Fig. 1: routing congestion
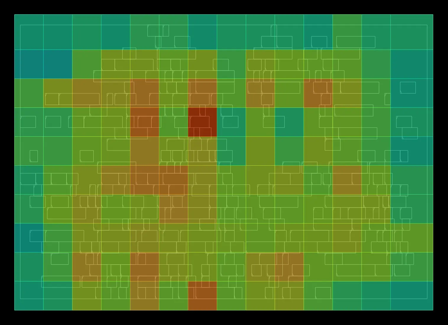
Fig. 2: close-up of the layout
Region (62, 5) to (87, 30) um. Cells in grey, sequential cells in the stronger grey; small squares are vias.
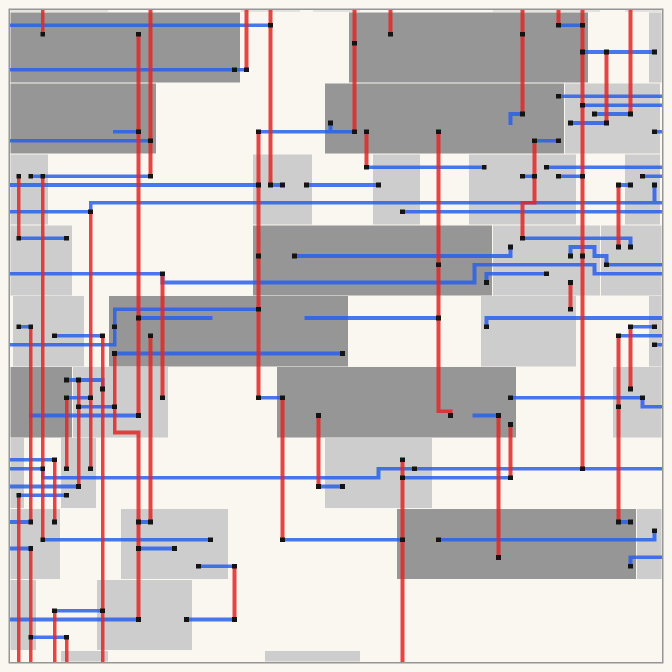
File: config.mk
export PLATFORM = sky130hd
export DESIGN_NAME = route_header_encoder_flat
export DESIGN_NICKNAME = d
export VERILOG_FILES = /design/src/rtl/route_header_encoder_if.sv /design/src/rtl/route_header_encoder.sv /design/src/flat_wrapper.sv
export SDC_FILE = /design/constraint.sdc
export NUM_CORES = 1
export LEC_CHECK = 0
export CORE_ASPECT_RATIO = 0.7
export CORE_UTILIZATION = 29
export DETAILED_ROUTE_END_ITERATION = 7
export PLACE_DENSITY = 0.68
export RECOVER_POWER = 50
export SYNTH_ARGS = -nofsm -noshare
export SYNTH_HDL_FRONTEND = slang
export SYNTH_SLANG_ARGS = --single-unit
File: constraint.sdc
create_clock -name clk -period 1.55 [get_ports clk]
set_input_delay 0.155 -clock clk [delete_from_list [all_inputs] [get_ports clk]]
set_output_delay 0.155 -clock clk [all_outputs]
set_load 0.02 [all_outputs]
File: src/rtl/route_header_encoder_if.sv
// Handshake bundle between the core, the injection encoder and the local router.
// The encoder takes the slave side; the core/router model takes the master side.
interface route_header_encoder_if #(
  parameter int unsigned WIDTH    = 4,
  parameter int unsigned DATA_W   = 8,
  parameter int unsigned NUM_BODY = 2
);
  localparam int unsigned DIR_W = (WIDTH > 1) ? $clog2(WIDTH) : 1;

  logic                       core_valid;
  logic                       core_ready;
  logic [WIDTH-1:0]           core_dst;
  logic [NUM_BODY*DATA_W-1:0] core_payload;

  logic                       rtr_valid;
  logic                       rtr_ready;
  logic [DATA_W-1:0]          rtr_flit;
  logic                       rtr_head;
  logic                       rtr_tail;
  logic [DIR_W-1:0]           rtr_dir;

  logic                       loop_valid;
  logic                       loop_ready;
  logic [NUM_BODY*DATA_W-1:0] loop_data;

  modport master (
    output core_valid, core_dst, core_payload, rtr_ready, loop_ready,
    input  core_ready, rtr_valid, rtr_flit, rtr_head, rtr_tail, rtr_dir,
           loop_valid, loop_data
  );

  modport slave (
    input  core_valid, core_dst, core_payload, rtr_ready, loop_ready,
    output core_ready, rtr_valid, rtr_flit, rtr_head, rtr_tail, rtr_dir,
           loop_valid, loop_data
  );
endinterface

File: src/rtl/route_header_encoder.sv
// Injection-side packetizer: header flit (relative address) plus NUM_BODY body flits
// toward the router, or whole-packet loopback to the core when the destination is local.
module route_header_encoder #(
  parameter int unsigned      WIDTH    = 4,
  parameter logic [WIDTH-1:0] ADDR     = '0,
  parameter int unsigned      DATA_W   = 8,
  parameter int unsigned      NUM_BODY = 2
) (
  input  logic                  clk,
  input  logic                  rst_n,
  route_header_encoder_if.slave bus,
  output logic [15:0]           pkt_count
);
  localparam int unsigned DIR_W = (WIDTH > 1) ? $clog2(WIDTH) : 1;
  localparam int unsigned CNT_W = (NUM_BODY > 1) ? $clog2(NUM_BODY) : 1;
  localparam int unsigned PAY_W = NUM_BODY * DATA_W;

  typedef enum logic [1:0] {IDLE, LOOP, HEAD, BODY} state_t;

  state_t             state_q, state_d;
  logic [CNT_W-1:0]   cnt_q, cnt_d;
  logic [WIDTH-1:0]   rel_q, rel_d;
  logic [PAY_W-1:0]   pay_q, pay_d;
  logic               pkt_done;
  logic               last_body;
  logic [DIR_W-1:0]   low_dir;
  logic [DATA_W-1:0]  body_flit;

  assign last_body = (cnt_q == CNT_W'(NUM_BODY - 1));

  // First-hop direction: index of the lowest set bit of the latched relative address.
  always_comb begin
    logic found;
    found   = 1'b0;
    low_dir = '0;
    for (int unsigned i = 0; i < WIDTH; i++) begin
      if (rel_q[i] && !found) begin
        low_dir = DIR_W'(i);
        found   = 1'b1;
      end
    end
  end

  always_comb begin
    body_flit = '0;
    for (int unsigned i = 0; i < NUM_BODY; i++) begin
      if (cnt_q == CNT_W'(i)) body_flit = pay_q[i*DATA_W +: DATA_W];
    end
  end

  always_comb begin
    state_d        = state_q;
    cnt_d          = cnt_q;
    rel_d          = rel_q;
    pay_d          = pay_q;
    pkt_done       = 1'b0;
    bus.core_ready = 1'b0;
    bus.rtr_valid  = 1'b0;
    bus.rtr_head   = 1'b0;
    bus.rtr_tail   = 1'b0;
    bus.rtr_flit   = '0;
    bus.rtr_dir    = '0;
    bus.loop_valid = 1'b0;
    bus.loop_data  = '0;
    case (state_q)
      IDLE: begin
        bus.core_ready = 1'b1;
        if (bus.core_valid) begin
          rel_d   = bus.core_dst ^ ADDR;
          pay_d   = bus.core_payload;
          state_d = (rel_d == '0) ? LOOP : HEAD;
        end
      end
      LOOP: begin
        bus.loop_valid = 1'b1;
        bus.loop_data  = pay_q;
        if (bus.loop_ready) begin
          pkt_done = 1'b1;
          state_d  = IDLE;
        end
      end
      HEAD: begin
        bus.rtr_valid = 1'b1;
        bus.rtr_head  = 1'b1;
        bus.rtr_flit  = DATA_W'(rel_q);
        bus.rtr_dir   = low_dir;
        if (bus.rtr_ready) begin
          cnt_d   = '0;
          state_d = BODY;
        end
      end
      BODY: begin
        bus.rtr_valid = 1'b1;
        bus.rtr_flit  = body_flit;
        bus.rtr_tail  = last_body;
        bus.rtr_dir   = low_dir;
        if (bus.rtr_ready) begin
          if (last_body) begin
            pkt_done = 1'b1;
            state_d  = IDLE;
          end else begin
            cnt_d = cnt_q + 1'b1;
          end
        end
      end
      default: state_d = IDLE;
    endcase
  end

  always_ff @(posedge clk or negedge rst_n) begin
    if (!rst_n) begin
      state_q   <= IDLE;
      cnt_q     <= '0;
      rel_q     <= '0;
      pay_q     <= '0;
      pkt_count <= '0;
    end else begin
      state_q <= state_d;
      cnt_q   <= cnt_d;
      rel_q   <= rel_d;
      pay_q   <= pay_d;
      if (pkt_done) pkt_count <= pkt_count + 16'd1;
    end
  end
endmodule

File: src/flat_wrapper.sv
// flat-port wrapper written by rule: the top's interface ports become plain ports
module route_header_encoder_flat 
#(
  parameter int unsigned      WIDTH    = 4,
  parameter logic [WIDTH-1:0] ADDR     = '0,
  parameter int unsigned      DATA_W   = 8,
  parameter int unsigned      NUM_BODY = 2
)
  (clk, rst_n, pkt_count, bus_core_valid, bus_core_dst, bus_core_payload, bus_rtr_ready, bus_loop_ready, bus_core_ready, bus_rtr_valid, bus_rtr_flit, bus_rtr_head, bus_rtr_tail, bus_rtr_dir, bus_loop_valid, bus_loop_data);
  route_header_encoder_if #(.WIDTH(WIDTH), .DATA_W(DATA_W), .NUM_BODY(NUM_BODY)) bus_i ();
  input  logic clk;
  input  logic rst_n;
  output logic [15:0] pkt_count;
  input wire logic [$bits(bus_i.core_valid)-1:0] bus_core_valid;
  input wire logic [$bits(bus_i.core_dst)-1:0] bus_core_dst;
  input wire logic [$bits(bus_i.core_payload)-1:0] bus_core_payload;
  input wire logic [$bits(bus_i.rtr_ready)-1:0] bus_rtr_ready;
  input wire logic [$bits(bus_i.loop_ready)-1:0] bus_loop_ready;
  output wire logic [$bits(bus_i.core_ready)-1:0] bus_core_ready;
  output wire logic [$bits(bus_i.rtr_valid)-1:0] bus_rtr_valid;
  output wire logic [$bits(bus_i.rtr_flit)-1:0] bus_rtr_flit;
  output wire logic [$bits(bus_i.rtr_head)-1:0] bus_rtr_head;
  output wire logic [$bits(bus_i.rtr_tail)-1:0] bus_rtr_tail;
  output wire logic [$bits(bus_i.rtr_dir)-1:0] bus_rtr_dir;
  output wire logic [$bits(bus_i.loop_valid)-1:0] bus_loop_valid;
  output wire logic [$bits(bus_i.loop_data)-1:0] bus_loop_data;
  assign bus_i.core_valid = bus_core_valid;
  assign bus_i.core_dst = bus_core_dst;
  assign bus_i.core_payload = bus_core_payload;
  assign bus_i.rtr_ready = bus_rtr_ready;
  assign bus_i.loop_ready = bus_loop_ready;
  assign bus_core_ready = bus_i.core_ready;
  assign bus_rtr_valid = bus_i.rtr_valid;
  assign bus_rtr_flit = bus_i.rtr_flit;
  assign bus_rtr_head = bus_i.rtr_head;
  assign bus_rtr_tail = bus_i.rtr_tail;
  assign bus_rtr_dir = bus_i.rtr_dir;
  assign bus_loop_valid = bus_i.loop_valid;
  assign bus_loop_data = bus_i.loop_data;
  route_header_encoder #(.WIDTH(WIDTH), .ADDR(ADDR), .DATA_W(DATA_W), .NUM_BODY(NUM_BODY)) u_core (.clk(clk), .rst_n(rst_n), .bus(bus_i), .pkt_count(pkt_count));
endmodule
==> results_tabular.tex <==
% Auto-generated results table
\begin{tabular}{lr}
\hline
Metric & Value \\
\hline
\multicolumn{2}{l}{\textbf{Run status}} \\
Run status & finished clean \\
\multicolumn{2}{l}{\textbf{Synth}} \\
Synth cell count leaders & sky130\_fd\_sc\_hd\_\_dfrtp\_1, sky130\_fd\_sc\_hd\_\_mux2\_2, sky130\_fd\_sc\_hd\_\_and2\_1, sky130\_fd\_sc\_hd\_\_nand2\_1, sky130\_fd\_sc\_hd\_\_xnor2\_1 \\
Compound-cell area share of the yosys netlist & 4.64\% \\
Area of the synthesized netlist per yosys stat & 0.00194 mm2 \\
Library cell occupying the most area in the post-synthesis netlist & sky130\_fd\_sc\_hd\_\_dfrtp\_1 \\
Dominant synthesized flop cell & sky130\_fd\_sc\_hd\_\_dfrtp\_1 \\
Top post-synthesis cells by area & sky130\_fd\_sc\_hd\_\_dfrtp\_1, sky130\_fd\_sc\_hd\_\_mux2\_2, sky130\_fd\_sc\_hd\_\_and2\_1, sky130\_fd\_sc\_hd\_\_xnor2\_1, sky130\_fd\_sc\_hd\_\_mux2i\_1 \\
\multicolumn{2}{l}{\textbf{Timing}} \\
Setup violators final & 0 \\
Sum Neg Setup Slack & 0 ns \\
Maximum clock frequency & 649 MHz \\
Final setup slack of the worst path & 0.00820 ns \\
\multicolumn{2}{l}{\textbf{Power}} \\
Clock share of power & 12.6\% \\
Switching component of the power & 2.13 mW \\
Power density over the cells & 1820 mW/mm2 \\
\multicolumn{2}{l}{\textbf{Cells and area}} \\
FF+latch count & 39 \\
Multi-input gates & 121 \\
Largest registers & u\_core.pay\_q (16), u\_core.pkt\_count (16), u\_core.rel\_q (4) \\
Area growth syn-to-layout & 49.2\% \\
Highest-count cells in the layout ignoring fill and taps & sky130\_fd\_sc\_hd\_\_dfrtp\_1, sky130\_fd\_sc\_hd\_\_clkdlybuf4s50\_1, sky130\_fd\_sc\_hd\_\_buf\_2, sky130\_fd\_sc\_hd\_\_mux2\_2, sky130\_fd\_sc\_hd\_\_and2\_1 \\
\multicolumn{2}{l}{\textbf{Setup path}} \\
Critical path peak fanout & 6 \\
Worst Path Class, Setup & reg -> out \\
Worst Setup SP & u\_core.cnt\_q \\
\multicolumn{2}{l}{\textbf{Floorplanning}} \\
Initial Util & 30.7\% \\
\multicolumn{2}{l}{\textbf{Global route}} \\
Number of antenna violations at the first check in global routing & 0 \\
Aggregate global routing overflow & 0 \\
\multicolumn{2}{l}{\textbf{Clocking}} \\
Reg clk slew, reported paths & 0.08 ns \\
Num CTS Buffers & 5 \\
Insertion delay at the late pin of the worst-skew pair & 0.29 ns \\
TritonCTS clock tree & done \\
\multicolumn{2}{l}{\textbf{Route}} \\
Highest Signal Layer & met4 \\
Iteration-0 DRC count of the detailed router & 34 \\
Amount of wire on met3 after detailed routing & 267 um \\
Routed vias & 1547 \\
Count of nets left with antenna violations after detail routing & 0 \\
\multicolumn{2}{l}{\textbf{Placement}} \\
DP Worst Slack & -0.0998 ns \\
\hline
\end{tabular}
Back to the opening pictures, Fig. 1:
highest-utilization routing layer at the global route stage: met1
global-route met2 utilization: 21.1%
post-layout utilization of the core: 45.8%

Back to the opening pictures, Fig. 2:
- red: metal 2
- blue: metal 1
- most frequent: dfrtp_1 (8)
- cells with their middle in the window: 25
- sequential cells in the window: 8
- netlist names of flops here include: u_core.pay_q (8)

what timing repair did:
| action | in CTS | in global routing |
|---|---|---|
| hold buffers | 1 | 0 |
| buffers inserted | 3 | 2 |
| endpoints found under the setup margin | 38 | 57 |
| resized | 104 | 33 |
| gates cloned | 0 | 0 |
| hold endpoints to repair | 39 | 0 |
| pin swaps | 1 | 6 |
worst max-delay path, stage by stage, from the launching register on:
cell and delay [ns]:
sky130_fd_sc_hd__dfrtp_2 0.47, sky130_fd_sc_hd__buf_6 0.16, sky130_fd_sc_hd__buf_6 0.11, sky130_fd_sc_hd__mux2i_1 0.11, sky130_fd_sc_hd__nor2_1 0.11, sky130_fd_sc_hd__buf_4 0.15
Power figures rest on the tool's default switching activity, not on a simulated workload.
